**config.mk**
```make
export PLATFORM = sky130hd
export DESIGN_NAME = sos_cascade_sequencer_flat
export DESIGN_NICKNAME = d
export VERILOG_FILES = /design/src/rtl/sos_cascade_sequencer_pkg.sv /design/src/rtl/sos_cascade_sequencer_if.sv /design/src/rtl/sos_cascade_sequencer_state_bank.sv /design/src/rtl/sos_cascade_sequencer.sv /design/src/flat_wrapper.sv
export SDC_FILE = /design/constraint.sdc
export NUM_CORES = 2
export LEC_CHECK = 0
export CAP_MARGIN = 25
export CORE_MARGIN = 2
export CORE_UTILIZATION = 35
export DETAILED_ROUTE_END_ITERATION = 8
export GPL_ROUTABILITY_DRIVEN = 0
export GPL_TIMING_DRIVEN = 1
export HOLD_SLACK_MARGIN = 0.1
export SLEW_MARGIN = 20
export SYNTH_ARGS = -nofsm -noshare
export SYNTH_HDL_FRONTEND = slang
export SYNTH_SLANG_ARGS = --single-unit
export TNS_END_PERCENT = 30
```
**constraint.sdc**
```tcl
create_clock -name clk -period 6.1 [get_ports clk]
set_input_delay 1.525 -clock clk [delete_from_list [all_inputs] [get_ports clk]]
set_output_delay 1.525 -clock clk [all_outputs]
set_load 0.1 [all_outputs]
```
**src/rtl/sos_cascade_sequencer_pkg.sv**
```systemverilog
`default_nettype none
// ============================================================================
// Package  : sos_pkg
// Brief    : Shared types and coefficient slot layout for the SOS sequencer.
// Revision : 1.0 - initial release
// ============================================================================
package sos_pkg;

    typedef enum logic [1:0] {
        IDLE = 2'd0,
        RUN  = 2'd1,
        DONE = 2'd2
    } seq_state_t;

    localparam int NUM_COEF = 5;

    // Step index doubles as the coefficient index within a section
    localparam logic [2:0] C_B0 = 3'd0;
    localparam logic [2:0] C_B1 = 3'd1;
    localparam logic [2:0] C_B2 = 3'd2;
    localparam logic [2:0] C_A1 = 3'd3;
    localparam logic [2:0] C_A2 = 3'd4;

    function automatic int coef_slot(input int sec, input int idx);
        return sec * NUM_COEF + idx;
    endfunction

endpackage
`default_nettype wire

```
**src/rtl/sos_cascade_sequencer_if.sv**
```systemverilog
`default_nettype none
// ============================================================================
// Interface : sos_cascade_sequencer_if
// Brief     : Sample handshake, result and shared-multiplier signals.
// Revision  : 1.0 - initial release
// ============================================================================
interface sos_cascade_sequencer_if #(
    parameter int IIR_WD = 48,
    parameter int COF_WD = 32
);
    logic [IIR_WD-1:0] in_data;
    logic              in_valid;
    logic              in_ready;
    logic [IIR_WD-1:0] out_data;
    logic              out_valid;
    logic [IIR_WD-1:0] mul_x;
    logic [COF_WD-1:0] mul_h;
    logic [IIR_WD-1:0] mul_p;

    modport slave (
        input  in_data, in_valid, mul_p,
        output in_ready, out_data, out_valid, mul_x, mul_h
    );

    modport master (
        output in_data, in_valid, mul_p,
        input  in_ready, out_data, out_valid, mul_x, mul_h
    );
endinterface
`default_nettype wire

```
**src/rtl/sos_cascade_sequencer_state_bank.sv**
```systemverilog
`default_nettype none
// ============================================================================
// Module   : sos_state_bank
// Brief    : Per-section s1/s2 delay registers, one shared read/write address.
// Revision : 1.0 - initial release
// ============================================================================
module sos_state_bank #(
    parameter int IIR_WD  = 48,
    parameter int NUM_SEC = 4,
    parameter int SEC_W   = 2
) (
    input  wire logic              clk,
    input  wire logic              rst,
    input  wire logic              i_clr,
    input  wire logic [SEC_W-1:0]  i_addr,
    input  wire logic              i_wr_en,
    input  wire logic              i_wr_sel,
    input  wire logic [IIR_WD-1:0] i_wr_data,
    output logic      [IIR_WD-1:0] o_s1,
    output logic      [IIR_WD-1:0] o_s2
);
    logic [IIR_WD-1:0] r_s1 [NUM_SEC];
    logic [IIR_WD-1:0] r_s2 [NUM_SEC];

    always_ff @(posedge clk) begin
        if (rst || i_clr) begin
            for (int i = 0; i < NUM_SEC; i++) begin
                r_s1[i] <= '0;
                r_s2[i] <= '0;
            end
        end else if (i_wr_en) begin
            if (i_wr_sel) r_s2[i_addr] <= i_wr_data;
            else          r_s1[i_addr] <= i_wr_data;
        end
    end

    assign o_s1 = r_s1[i_addr];
    assign o_s2 = r_s2[i_addr];
endmodule
`default_nettype wire

```
**src/rtl/sos_cascade_sequencer.sv**
```systemverilog
`default_nettype none
// ============================================================================
// Module   : sos_cascade_sequencer
// Brief    : DF2T biquad cascade sharing one external multiply-and-shift unit.
// Revision : 1.0 - initial release
// ============================================================================
module sos_cascade_sequencer
    import sos_pkg::*;
#(
    parameter int IIR_WD  = 48,
    parameter int COF_WD  = 32,
    parameter int NUM_SEC = 4
) (
    input  wire logic                               clk,
    input  wire logic                               rst,
    input  wire logic                               clr,
    input  wire logic [NUM_SEC*NUM_COEF*COF_WD-1:0] coefs,
    sos_cascade_sequencer_if.slave                  bus
);
    localparam int               c_sec_w    = (NUM_SEC > 1) ? $clog2(NUM_SEC) : 1;
    localparam logic [c_sec_w-1:0] c_last_sec = c_sec_w'(NUM_SEC - 1);

    seq_state_t          r_state;
    logic [c_sec_w-1:0]  r_sec;
    logic [2:0]          r_step;
    logic [IIR_WD-1:0]   r_x;
    logic [IIR_WD-1:0]   r_y;
    logic [IIR_WD-1:0]   r_t1;
    logic [IIR_WD-1:0]   r_t2;
    logic                r_in_ready;
    logic                r_out_valid;
    logic [IIR_WD-1:0]   r_out_data;

    logic [IIR_WD-1:0]   w_mul_x;
    logic [COF_WD-1:0]   w_mul_h;
    int                  w_slot;
    logic [IIR_WD-1:0]   w_s1;
    logic [IIR_WD-1:0]   w_s2;
    logic                w_wr_en;
    logic                w_wr_sel;
    logic [IIR_WD-1:0]   w_wr_data;

    // Operands are decoded from the current step so the product returns
    // combinationally and lands together with the state update.
    always_comb begin
        w_mul_x = '0;
        w_mul_h = '0;
        w_slot  = 0;
        if (r_state == RUN) begin
            w_slot  = coef_slot(int'(r_sec), int'(r_step));
            w_mul_x = (r_step < C_A1) ? r_x : r_y;
            w_mul_h = coefs[w_slot*COF_WD +: COF_WD];
        end
    end

    assign w_wr_en   = (r_state == RUN) && ((r_step == C_A1) || (r_step == C_A2));
    assign w_wr_sel  = (r_step == C_A2);
    assign w_wr_data = ((r_step == C_A2) ? r_t2 : r_t1) - bus.mul_p;

    sos_state_bank #(
        .IIR_WD  (IIR_WD),
        .NUM_SEC (NUM_SEC),
        .SEC_W   (c_sec_w)
    ) u_bank (
        .clk       (clk),
        .rst       (rst),
        .i_clr     (clr),
        .i_addr    (r_sec),
        .i_wr_en   (w_wr_en),
        .i_wr_sel  (w_wr_sel),
        .i_wr_data (w_wr_data),
        .o_s1      (w_s1),
        .o_s2      (w_s2)
    );

    always_ff @(posedge clk) begin
        if (rst) begin
            r_state     <= IDLE;
            r_sec       <= '0;
            r_step      <= C_B0;
            r_x         <= '0;
            r_y         <= '0;
            r_t1        <= '0;
            r_t2        <= '0;
            r_in_ready  <= 1'b1;
            r_out_valid <= 1'b0;
            r_out_data  <= '0;
        end else if (clr) begin
            // Abort: drop any sample in flight but keep the last result visible
            r_state     <= IDLE;
            r_sec       <= '0;
            r_step      <= C_B0;
            r_in_ready  <= 1'b1;
            r_out_valid <= 1'b0;
        end else begin
            r_out_valid <= 1'b0;
            case (r_state)
                IDLE: begin
                    if (bus.in_valid) begin
                        r_x        <= bus.in_data;
                        r_sec      <= '0;
                        r_step     <= C_B0;
                        r_in_ready <= 1'b0;
                        r_state    <= RUN;
                    end
                end
                RUN: begin
                    case (r_step)
                        C_B0:    r_y  <= bus.mul_p + w_s1;
                        C_B1:    r_t1 <= bus.mul_p + w_s2;
                        C_B2:    r_t2 <= bus.mul_p;
                        C_A2:    r_x  <= r_y;
                        default: ;
                    endcase
                    if (r_step == C_A2) begin
                        r_step <= C_B0;
                        if (r_sec == c_last_sec) r_state <= DONE;
                        else                     r_sec   <= r_sec + 1'b1;
                    end else begin
                        r_step <= r_step + 3'd1;
                    end
                end
                DONE: begin
                    r_out_data  <= r_x;
                    r_out_valid <= 1'b1;
                    r_in_ready  <= 1'b1;
                    r_state     <= IDLE;
                end
                default: r_state <= IDLE;
            endcase
        end
    end

    assign bus.in_ready  = r_in_ready & ~clr;
    assign bus.out_valid = r_out_valid;
    assign bus.out_data  = r_out_data;
    assign bus.mul_x     = w_mul_x;
    assign bus.mul_h     = w_mul_h;
endmodule
`default_nettype wire
```
**src/flat_wrapper.sv**
```systemverilog
// flat-port wrapper written by rule: the top's interface ports become plain ports
module sos_cascade_sequencer_flat import sos_pkg::*;
#(
    parameter int IIR_WD  = 48,
    parameter int COF_WD  = 32,
    parameter int NUM_SEC = 4
)
  (clk, rst, clr, coefs, bus_in_data, bus_in_valid, bus_mul_p, bus_in_ready, bus_out_data, bus_out_valid, bus_mul_x, bus_mul_h);
  sos_cascade_sequencer_if #(.IIR_WD(IIR_WD), .COF_WD(COF_WD)) bus_i ();
  input  wire logic clk;
  input  wire logic rst;
  input  wire logic clr;
  input  wire logic [NUM_SEC*NUM_COEF*COF_WD-1:0] coefs;
  input wire logic [$bits(bus_i.in_data)-1:0] bus_in_data;
  input wire logic [$bits(bus_i.in_valid)-1:0] bus_in_valid;
  input wire logic [$bits(bus_i.mul_p)-1:0] bus_mul_p;
  output wire logic [$bits(bus_i.in_ready)-1:0] bus_in_ready;
  output wire logic [$bits(bus_i.out_data)-1:0] bus_out_data;
  output wire logic [$bits(bus_i.out_valid)-1:0] bus_out_valid;
  output wire logic [$bits(bus_i.mul_x)-1:0] bus_mul_x;
  output wire logic [$bits(bus_i.mul_h)-1:0] bus_mul_h;
  assign bus_i.in_data = bus_in_data;
  assign bus_i.in_valid = bus_in_valid;
  assign bus_i.mul_p = bus_mul_p;
  assign bus_in_ready = bus_i.in_ready;
  assign bus_out_data = bus_i.out_data;
  assign bus_out_valid = bus_i.out_valid;
  assign bus_mul_x = bus_i.mul_x;
  assign bus_mul_h = bus_i.mul_h;
  sos_cascade_sequencer #(.IIR_WD(IIR_WD), .COF_WD(COF_WD), .NUM_SEC(NUM_SEC)) u_core (.clk(clk), .rst(rst), .clr(clr), .coefs(coefs), .bus(bus_i));
endmodule
```
detail.png
The bar under the picture is 10 um long. Region (154, 154) to (184, 184) um. Cells in gray, sequential cells in the stronger gray; small squares are vias.
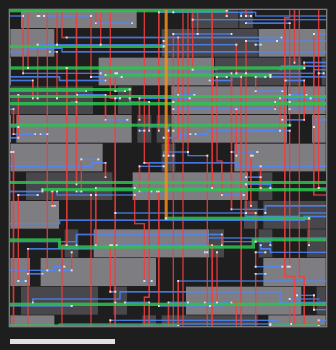
| layer | color |
|---|---|
| metal 3 | green |
| metal 4 | orange |
| metal 1 | blue |
| metal 2 | red |
sequential cells in the window: 13
cells with their middle in the window: 31
netlist names of flops here include: `u_core.u_bank.r_s1` (10), `u_core.u_bank.r_s2` (3)
most frequent: edfxtp_1 (13), nor2_1 (11), mux4_2 (3)

wires.png
Only two layers are drawn.
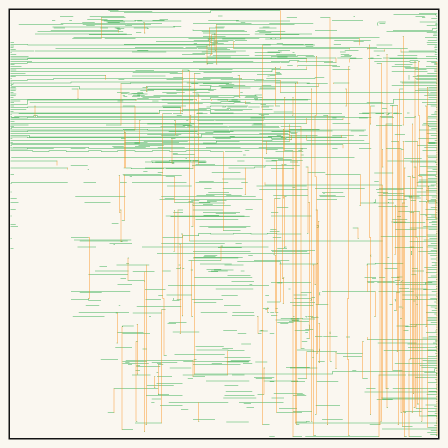
| layer | color | wire length |
|---|---|---|
| metal 4 | orange | 11900 um |
| metal 3 | green | 23.1 mm |

==> deck_impl_summary.md <==
Flow Results at a Glance

Worst setup path
  – Crit path DAT: between 4 and 5 ns
  – FF-to-FF End: u_core.u_bank.r_s1[0][44]
  – Number of buffers and inverters on the critical path: 2
  – CP Depth: 9

Floorplanning
  – Cell row count: 122
  – Die boundary width: 339 um
  – Io pins: 870
  – Core box area: 111000 um2
  – Pre-placement core utilization: a little over a third

Final layout
  – Highest-count cells in the layout ignoring fill and taps: sky130_fd_sc_hd__clkdlybuf4s50_1 (829), sky130_fd_sc_hd__nand2_1 (784), sky130_fd_sc_hd__nor2_1 (502)
  – Filler-free cell count of the finished design: 6349
  – Total number of nets in the final design: between 5000 and 6000
  – Final Util: a little under half
  – Logic area: between 20000 and 25000 um2
  – Final non-filler cell area: roughly 53000 um2
  – Register area: 16600 um2
  – Dominant logic cell type in the layout: sky130_fd_sc_hd__clkdlybuf4s50_1

Power and ir drop
  – Psw: a little over 0.003 W
  – Power density over cell area: 212 nW/um2
  – Sequential power share: 42.5%
  – Post-route total power: 0.0111 W

Status
  – Status: finished, final reports clean

Yosys
  – Cell taking the most area after synthesis: sky130_fd_sc_hd__edfxtp_1
  – Cell types occupying the most area after synthesis: sky130_fd_sc_hd__edfxtp_1 (29%), sky130_fd_sc_hd__mux4_2 (15%), sky130_fd_sc_hd__dfxtp_1 (13%)
  – Combined area of all synthesized cells: approximately 39000 um2
  – Number of register bits inferred by synthesis: 635
  – Share of async-settable or async-resettable flops after synthesis: 0%
  – Yosys aoi share: between 10 and 15%
  – Number of instances in the synthesized netlist: 4016
  – Post-synthesis cell type with the largest instance count: sky130_fd_sc_hd__nand2_1
  – Total cell area reported by yosys after synthesis: between 30000 and 40000 um2
  – Number of enable-type register cells in the synthesized netlist: 384
  – Seq share, synth: around 42%

Hold path
  – Hold path cells: 2
  – Type of the tightest min-delay check: flop to flop

Timing
  – Max-slew violation count: 0
  – Setup repair after global routing missed its margin: false
  – Worst hold-check slack: about 0.45 ns
  – Worst path setup slack after routing: approximately 0.048 ns
  – Count of endpoints failing hold in the final timing report: 0
  – Remaining max-slew budget at the tightest pin: 28.0%

Place
  – Area after DPL: 50100 um2
  – Port Buffer Count: 869
  – Half-perimeter wire length after placement: 152 mm
  – DP Worst Slack: 0.502 ns

Clock network
  – Clock-pin slew of the registers on the worst-case setup and hold paths: roughly 0.060 ns
  – Post-CTS Resized: 0
  – H-tree lvl count: 3
  – Clock tree sinks: 635

Global routing
  – Total gr overflow: 0
  – Vias in the first global route: 35000
  – Number of antenna violations at the first check in global routing: 83

Route
  – Number of nets still failing antenna checks after routing: 0
  – First-pass detailed-route iteration total: 7
  – Met3 Routed Length: 23.1 mm
  – Number of vias after detailed routing: 36600
  – Post-detailed-route DRC marker count: 0
  – Met1 Wirelength: 75.2 mm

Job
  – OpenROAD warning count: 30
  – Max-capacitance violation count: 0
clocks.png
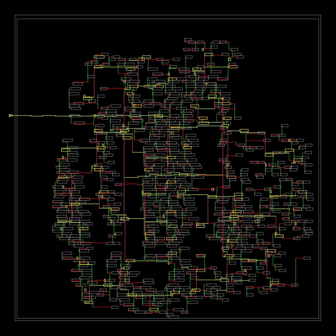
clock network power: 0.00446 W
clock latency of the later-clocked register in the worst-skew pair: 0.65 ns
sequential cell count: 635

layer_met4.png
Supply wires on this layer in gray.
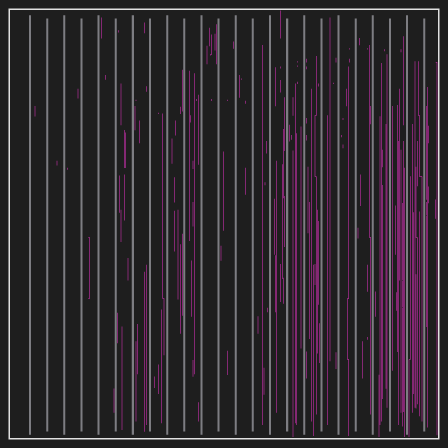
longest straight run: 301 um
main direction: vertical

power groups by stage:
stage          logic, W  clock network, W  registers (W)
3_3_place_gp    0.00189                 0        0.00482
6_report        0.00194           0.00446        0.00474
5_1_grt         0.00204           0.00467        0.00475
2_1_floorplan  0.000910                 0        0.00481
3_5_place_dp    0.00191                 0        0.00483
4_1_cts         0.00192           0.00452        0.00473
final cells by class:
type / instances / area share, %
Antenna cell: 31 / 0.148
Clock inverter: 33 / 0.673
Sequential cell: 635 / 31.5
Multi-Input combinational cell: 3010 / 40.8
Clock buffer: 101 / 3.87
Timing Repair Buffer: 975 / 18.9
Inverter: 76 / 0.542
Tap cell: 1488 / 3.54
Power figures rest on the tool's default switching activity, not on a simulated workload.
